==> config.mk <==
export PLATFORM = sky130hd
export DESIGN_NAME = stopwatch_core
export DESIGN_NICKNAME = d
export VERILOG_FILES = /design/src/rtl/stopwatch_pkg.sv /design/src/rtl/bcd_digit_counter.sv /design/src/rtl/stopwatch_core.sv
export SDC_FILE = /design/constraint.sdc
export NUM_CORES = 1
export LEC_CHECK = 0
export CORE_ASPECT_RATIO = 0.8
export CORE_UTILIZATION = 50
export CTS_CLUSTER_DIAMETER = 40
export CTS_CLUSTER_SIZE = 10
export DETAILED_ROUTE_END_ITERATION = 16
export PLACE_DENSITY = 0.83
export RECOVER_POWER = 25
export SLEW_MARGIN = 5
export SYNTH_ARGS = -nofsm -noshare
export SYNTH_HDL_FRONTEND = slang
export SYNTH_HIERARCHICAL = 1
export SYNTH_SLANG_ARGS = --single-unit
export TNS_END_PERCENT = 50
==> constraint.sdc <==
create_clock -name clk100MHz -period 4.5 [get_ports clk100MHz]
set_clock_uncertainty 0.15 [all_clocks]
set_input_delay 0.9 -clock clk100MHz [delete_from_list [all_inputs] [get_ports clk100MHz]]
set_output_delay 0.9 -clock clk100MHz [all_outputs]
set_load 0.01 [all_outputs]
### Clock distribution, run 1

Drawn at 10 px/um.
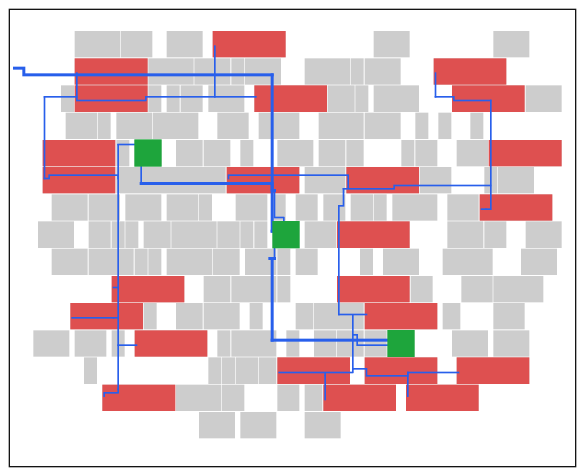
[red] flip-flops | count: 24
[green] cells driving clock nets | count: 3
[blue] clock wires | length: 272 um
routed clock nets: 4
flops lie: spread over the die
part of the power in the clock network: 39.4%
power drawn by the clock network: 0.155 mW

### Floorplan with the power grid, run 1

Drawn at 8 px/um. Pins as bars on the die edge.
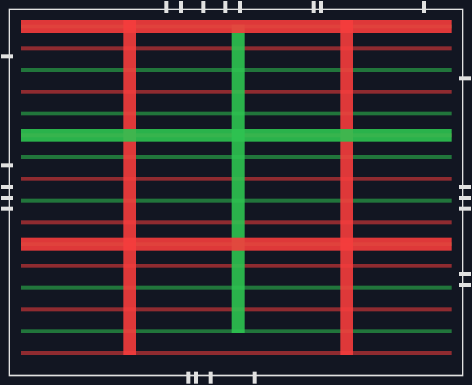
| colour | net |
|---|---|
| red | VSS |
| green | VDD |
met5 straps: 3
signal pins: 23
rows: 15
met4 straps: 3
met1 rails: 16
die height: 45.59 um
die x size: 56.49 um
VDD IR max: 244.9 uV
core region area: 2196 sq um

### Placement density heat map, run 1

Drawn at 4 px/um. 11 x 9 tiles, from white (low) to dark blue (high), 0 to 100% covered.
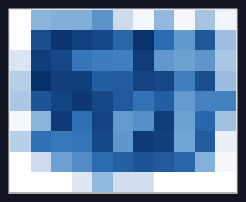
tiles over 75% full: 38%
nearly empty tiles: 10%
fullest tile: 100%
densest ninth of the die: centre
fraction of the core area occupied by cells at floorplan: 54.07%
post-layout util: 68.21%

==> summary.txt, run 1 <==
Results of the implementation run.

Per the OpenROAD power report, switching power amounts to 0.07680 mW. The final-layout fill cell count is 175. The sum of negative setup slack is 0 ns. The number of antenna violations at the first check in global routing came to 0.

The met1 track demand over resource in global routing came out at 21.72%. The cell family contributing the most delay on the critical path is simple AND/OR/NAND/NOR gates. The total length of routed wires came out at 2233 um. Per the detail_route report, DRC violations left total 0. The post-route worst setup slack came out at 0.6230 ns. The dominant cell by count in the synthesized netlist is dfxtp_1. Per the synthesis report, the adder-cell share of the synthesized area is 12.64%. The transition time of the tightest slew-check pin is 0.5883 ns. Sorting the synthesized cells by area gives the leading types as dfxtp_1, ha_1, nor2_1, xor2_1, nor3b_1. The clock-pin slew on the worst setup and hold paths came out at 0.13 ns.

The first-pass GRT wire length is 3857 um. The final report gives the standard cell area, fillers excluded, as 1498 sq um. The routed via count divided by cell count is 5.165. The report lists the power per cell area as 262.2 nW/um^2. The combined global-route utilization of all metal layers came out at 20.16%. STA on the placed design reports a worst setup slack of 0.5246 ns.

TritonCTS built the clock tree. The source-to-sink clock delay at the later pin of the worst-skew pair is 0.32 ns. The worst setup path is captured at a flip-flop. The via count of the first global-routing pass came to 883. The number of buffers inserted by hold repair at cts came out at 0. The post-CTS repair timing setup buffer count came out at 0. The area growth from synthesis to layout came out at 26.13%. In this run the worst path has a maximum fanout of 9. For reference, the critical path cell chain is dlygate4sd3_1 > nor2b_1 > and4bb_1 > nand2_1 > nor3b_1 > nand2_1 > nor3b_1 > buf_4 > nand2_1 > nor3b_1 > buf_4 > nor2b_1 > and3_2 > nor2b_1.

Across all register-to-register paths, the minimum setup slack is 1.51 ns. The total chip power is 0.3928 mW. The max-slew violation total from the final report came out at 0. Setup repair after global routing left no endpoint under its margin. The clock root buffer is clkbuf_4. The combinational power share came out at 5.4%. The flow ran to the end, and the final reports show no timing, DRC or antenna violations. Together, buffers and inverters on the worst path number 3. The power report lists the sequential group at 0.217 mW. The detailed-routing iteration count for the pre-antenna-repair pass came out at 4. The group that draws the most power in this run is sequential cells. The sequential share of power is 55.2%. The headroom to the max-slew limit is 60.70%. In the global route stage, met3 resource usage came out at 6.534%. The count of mapped cells out of synthesis is 122. The chip area line of the yosys report is 1187 sq um. The fraction of layout instances using a drive strength above 1 is 9.934%.

The worst register-to-register path depth is 13. The number of nets with antenna violations after detailed routing is 0. The largest individual stage delay along the critical path comes from the cell dlygate4sd3_1. The delay of the slowest cell on the worst path came out at 0.55 ns. The final cell count without fillers came out at 176. The worst hold path stage count is 1. Max-cap violations in this run came to 0. The number of warning messages in the logs is 34. The data required time at the worst endpoint came out at 4.62 ns. The number of setup violations in the final report came out at 0. The number of top-level pins came out at 23.

For reference, the top cells by count after synthesis are dfxtp_1, nor2_1, ha_1. The chip area is 2575 sq um. The met2 capacity usage during global routing came out at 36.71%. The synthesized design spends more area on one cell type than any other, namely dfxtp_1.

The internal portion of total power is 0.3160 mW. Per the synthesis report, the simple-gate share of the synthesized area is 27.82%. The post-route clock period utilization is 86.16%. The violation count after the first detailed-routing iteration came out at 21. The maximum frequency from static timing analysis came out at 0.2579 GHz. The repair_antennas step left the layout with diodes totalling 0.

The placed wire-length estimate after detailed placement came out at 1690 um. The final hold violation count came out at 0. The cell total after placement is 172. The type of the tightest min-delay check is reg2reg.

The mean area per synthesized cell came out at 9.733 sq um. The maximum level of the CTS H-tree is 1. Dividing the detail-routed wire length by the instance count gives 12.69 um. The final worst hold slack is 0.3055 ns.

The critical path runs through a total of 14 cells. The combinational power is 0.0213 mW. The netlist area before placement came out at 1187 sq um. For this run, the register share of the synthesized area comes to 40.46%.

The switching power share of the total is 19.55%. In this run, post-CTS repair resized a total of 0 instances. The number of cells in the yosys synthesis report is 122. In this run the biggest area consumer among cell types represents 40.46% of the synthesized area. The post-route minimum period came out at 3.877 ns. The flip-flop and latch count after synthesis came out at 24.
## run 1: metal layers
metal	routed length (um)	share of wire (%)	up-vias
li1	-	-	463
met1	1020	46	425
met2	1092	49	17
met3	96	4.3	4
met4	23	1.0	0
met5	0	0	-
## run 1: placed cells by master (no fill, tap or decap), drive strengths merged, types with 5 or more instances in the layout
cell type,n
dfxtp,24
clkdlybuf4s50,20
nor2,16
ha,12
nand2,11
nor2b,10
inv,8
nor3b,6
xor2,6
o21ai,5
## run 1: final cells by class
class                           instances  area, sq um  area share (%)
Inverter                                8        30.03           2.005
Sequential cell                        24        480.5           32.08
Clock buffer                            3        22.52           1.504
Multi-Input combinational cell         90        660.6           44.11
Timing Repair Buffer                   25        242.7           16.21
Clock inverter                          1        30.03           2.005
Tap cell                               25        31.28           2.089
==> run 2, diff against run 1 <==
Settings changed: CORE_UTILIZATION 50 to 48, CTS_BUF_LIST set to sky130_fd_sc_hd__clkbuf_8, PLACE_DENSITY 0.83 to 0.84, SKIP_CTS_REPAIR_TIMING set to 1.
Clock period 4.5 ns to 3.4 ns, I/O delays scaled along.
### Clock distribution, run 2

Drawn at 10 px/um.
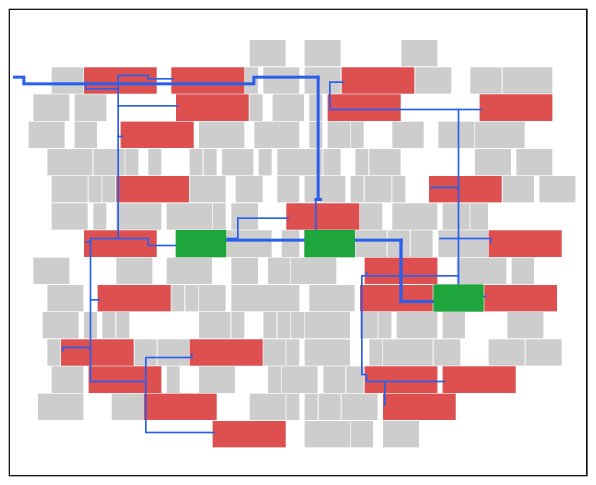
[green] cells driving clock nets | count: 3
[blue] clock wires | length: 260 um
[red] flip-flops | count: 24
routed clock nets: 4
later-pin clock latency in the skew report: 0.26 ns
part of the power in the clock network: 37.1%
power drawn by the clock network: 0.187 mW

### Placement by RTL instance, run 2

Drawn at 8 px/um.
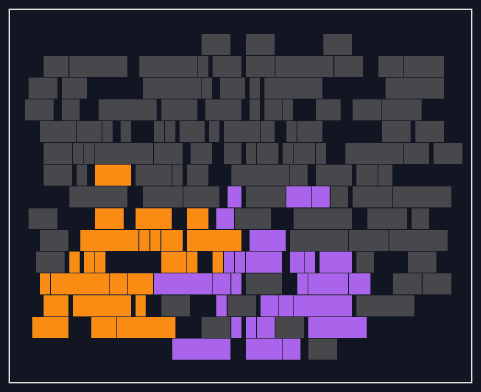
| colour | instance | cells |
|---|---|---|
| orange | `u_sec_u` | 25 |
| purple | `u_sec_t` | 28 |
not coloured: 99
Die Size: 2678 sq um
final non-filler cell total: 177
post-layout util: 68.22%

### Placement density heat map, run 2

Drawn at 4 px/um. 12 x 9 tiles, from white (low) to dark blue (high), 0 to 100% covered.
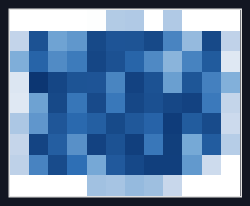
nearly empty tiles: 16%
mean over tiles: 56%
fullest tile: 97%
densest ninth of the die: centre
tiles over 75% full: 42%
fraction of the core area occupied by cells at floorplan: 52.72%
core region area: 2252 sq um

==> run 2 against run 1 <==
Compared with the run above:
- the flow now finishes with violations (DRC)
- clock power is 21% higher
- combinational power is 43% higher
- sequential power is 32% higher
- synthesized cell count did not move
- wire length is 3.4% higher
- area after synthesis did not move
- count of clock-buffer cells in the layout up 1
- non-clock buffer count grew 1
- global-route usage down 0.88 points
- largest cell class unchanged
==> summary.txt, run 2 <==
Results of the implementation run.

The delay of the slowest cell on the worst path is 0.41 ns (was 0.55 ns). The met2 capacity usage during global routing is 34.65% (was 36.71%). The post-route clock period utilization came out at 93.30%. The wire length per cell after detailed routing is 13.05 um (was 12.69 um). The worst hold path stage count is 1 (unchanged). The buffers plus inverters on the worst setup path came out at 1 (was 3).

The dominant cell by count in the synthesized netlist is dfxtp_1 (unchanged). The clock-pin slew on the worst setup and hold paths came out at 0.08 ns (was 0.13 ns). The switching power share of the total came out at 19.98% (was 19.55%). The total net switching power came out at 0.1008 mW (was 0.07680 mW).

Cell area leaders: dfxtp_1, ha_1, nor2_1, xor2_1, nor3b_1 (unchanged). The chip area line of the yosys report is 1187 sq um (unchanged). Run status: finished, violations left (was complete, no violations).

Critical path, cell by cell: clkdlybuf4s50_1 > nor2b_4 > and4bb_1 > nand2_1 > nor3b_2 > nand2_1 > nor3b_2 > nand2_1 > nor3b_4 > nor2b_1 > and3_2 > nor2b_1 (was dlygate4sd3_1 > nor2b_1 > and4bb_1 > nand2_1 > nor3b_1 > nand2_1 > nor3b_1 > buf_4 > nand2_1 > nor3b_1 > buf_4 > nor2b_1 > and3_2 > nor2b_1). The wire length the detailed router placed on met1 came out at 1041 um (was 1020 um). The routed length on met2 is 1127 um (was 1092 um). The DRC violations left is 3 (was 0). The floorplan die height came out at 46.49 um (was 45.59 um). The path depth of the worst reg2reg path is 11 (was 13). The final hold violation count was 0 (unchanged). The worst setup timing slack at the placement stage came out at -0.06971 ns (was 0.5246 ns). The violation count after the first detailed-routing iteration was 18 (was 21). The routed wire length on met3 is 121 um (was 96 um). The final antenna diode count came out at 0 (unchanged). The maximum level of the CTS H-tree came to 1 (unchanged). The headroom to the max-slew limit came out at 66.28% (was 60.70%). The combined global-route utilization of all metal layers came out at 19.28% (was 20.16%).

The total length of routed wires is 2309 um (was 2233 um). The final reports fail on DRC. The post-synthesis share of cell area spent on full adders, half adders and majority gates was 12.64% (unchanged). The highest net fanout along the worst path came out at 7 (was 9). The number of setup violations in the final report is 0 (unchanged). The proportion of netlist area held by the largest area contributor is 40.46% (unchanged). Most frequently placed logic cells in the final layout: dfxtp_1, clkdlybuf4s50_1, nor2_1 (unchanged). The most used logic cell in the final layout is dfxtp_1 (unchanged).

Setup repair after global routing missed its margin: no (unchanged). The reg2reg setup slack came out at 0.73 ns (was 1.51 ns). The first-pass GRT wire length was 3753 um (was 3857 um). The number of antenna violations at the first check in global routing is 0 (unchanged).

The final worst hold slack came out at 0.3055 ns (about the same). The post-route minimum period is 3.172 ns. The flip-flop and latch count after synthesis is 24 (unchanged).
==> run 2: cell counts after synthesis <==
No cell type changed its count.
==> run 2: cell families (layout without fill, tap and decap cells) <==
family,Yosys count,in the layout
muxes,4,4
DFF,24,24
and+or+nand+nor,55,55
buffers and inverters,8,38
AOI/OAI and AO/OA,9,9
xor gates and xnor gates,10,10
adders and majority gates,12,12
==> run 2: area by class of cell <==
cell class | instances | area (sq um)
Fill cell | 183 | 715.7
Tap cell | 25 | 31.28
Clock buffer | 4 | 55.05
Multi-Input combinational cell | 90 | 689.4
Timing Repair Buffer | 26 | 250.2
Inverter | 8 | 30.03
Sequential cell | 24 | 480.5
Power is estimated from default activity; no workload was simulated.
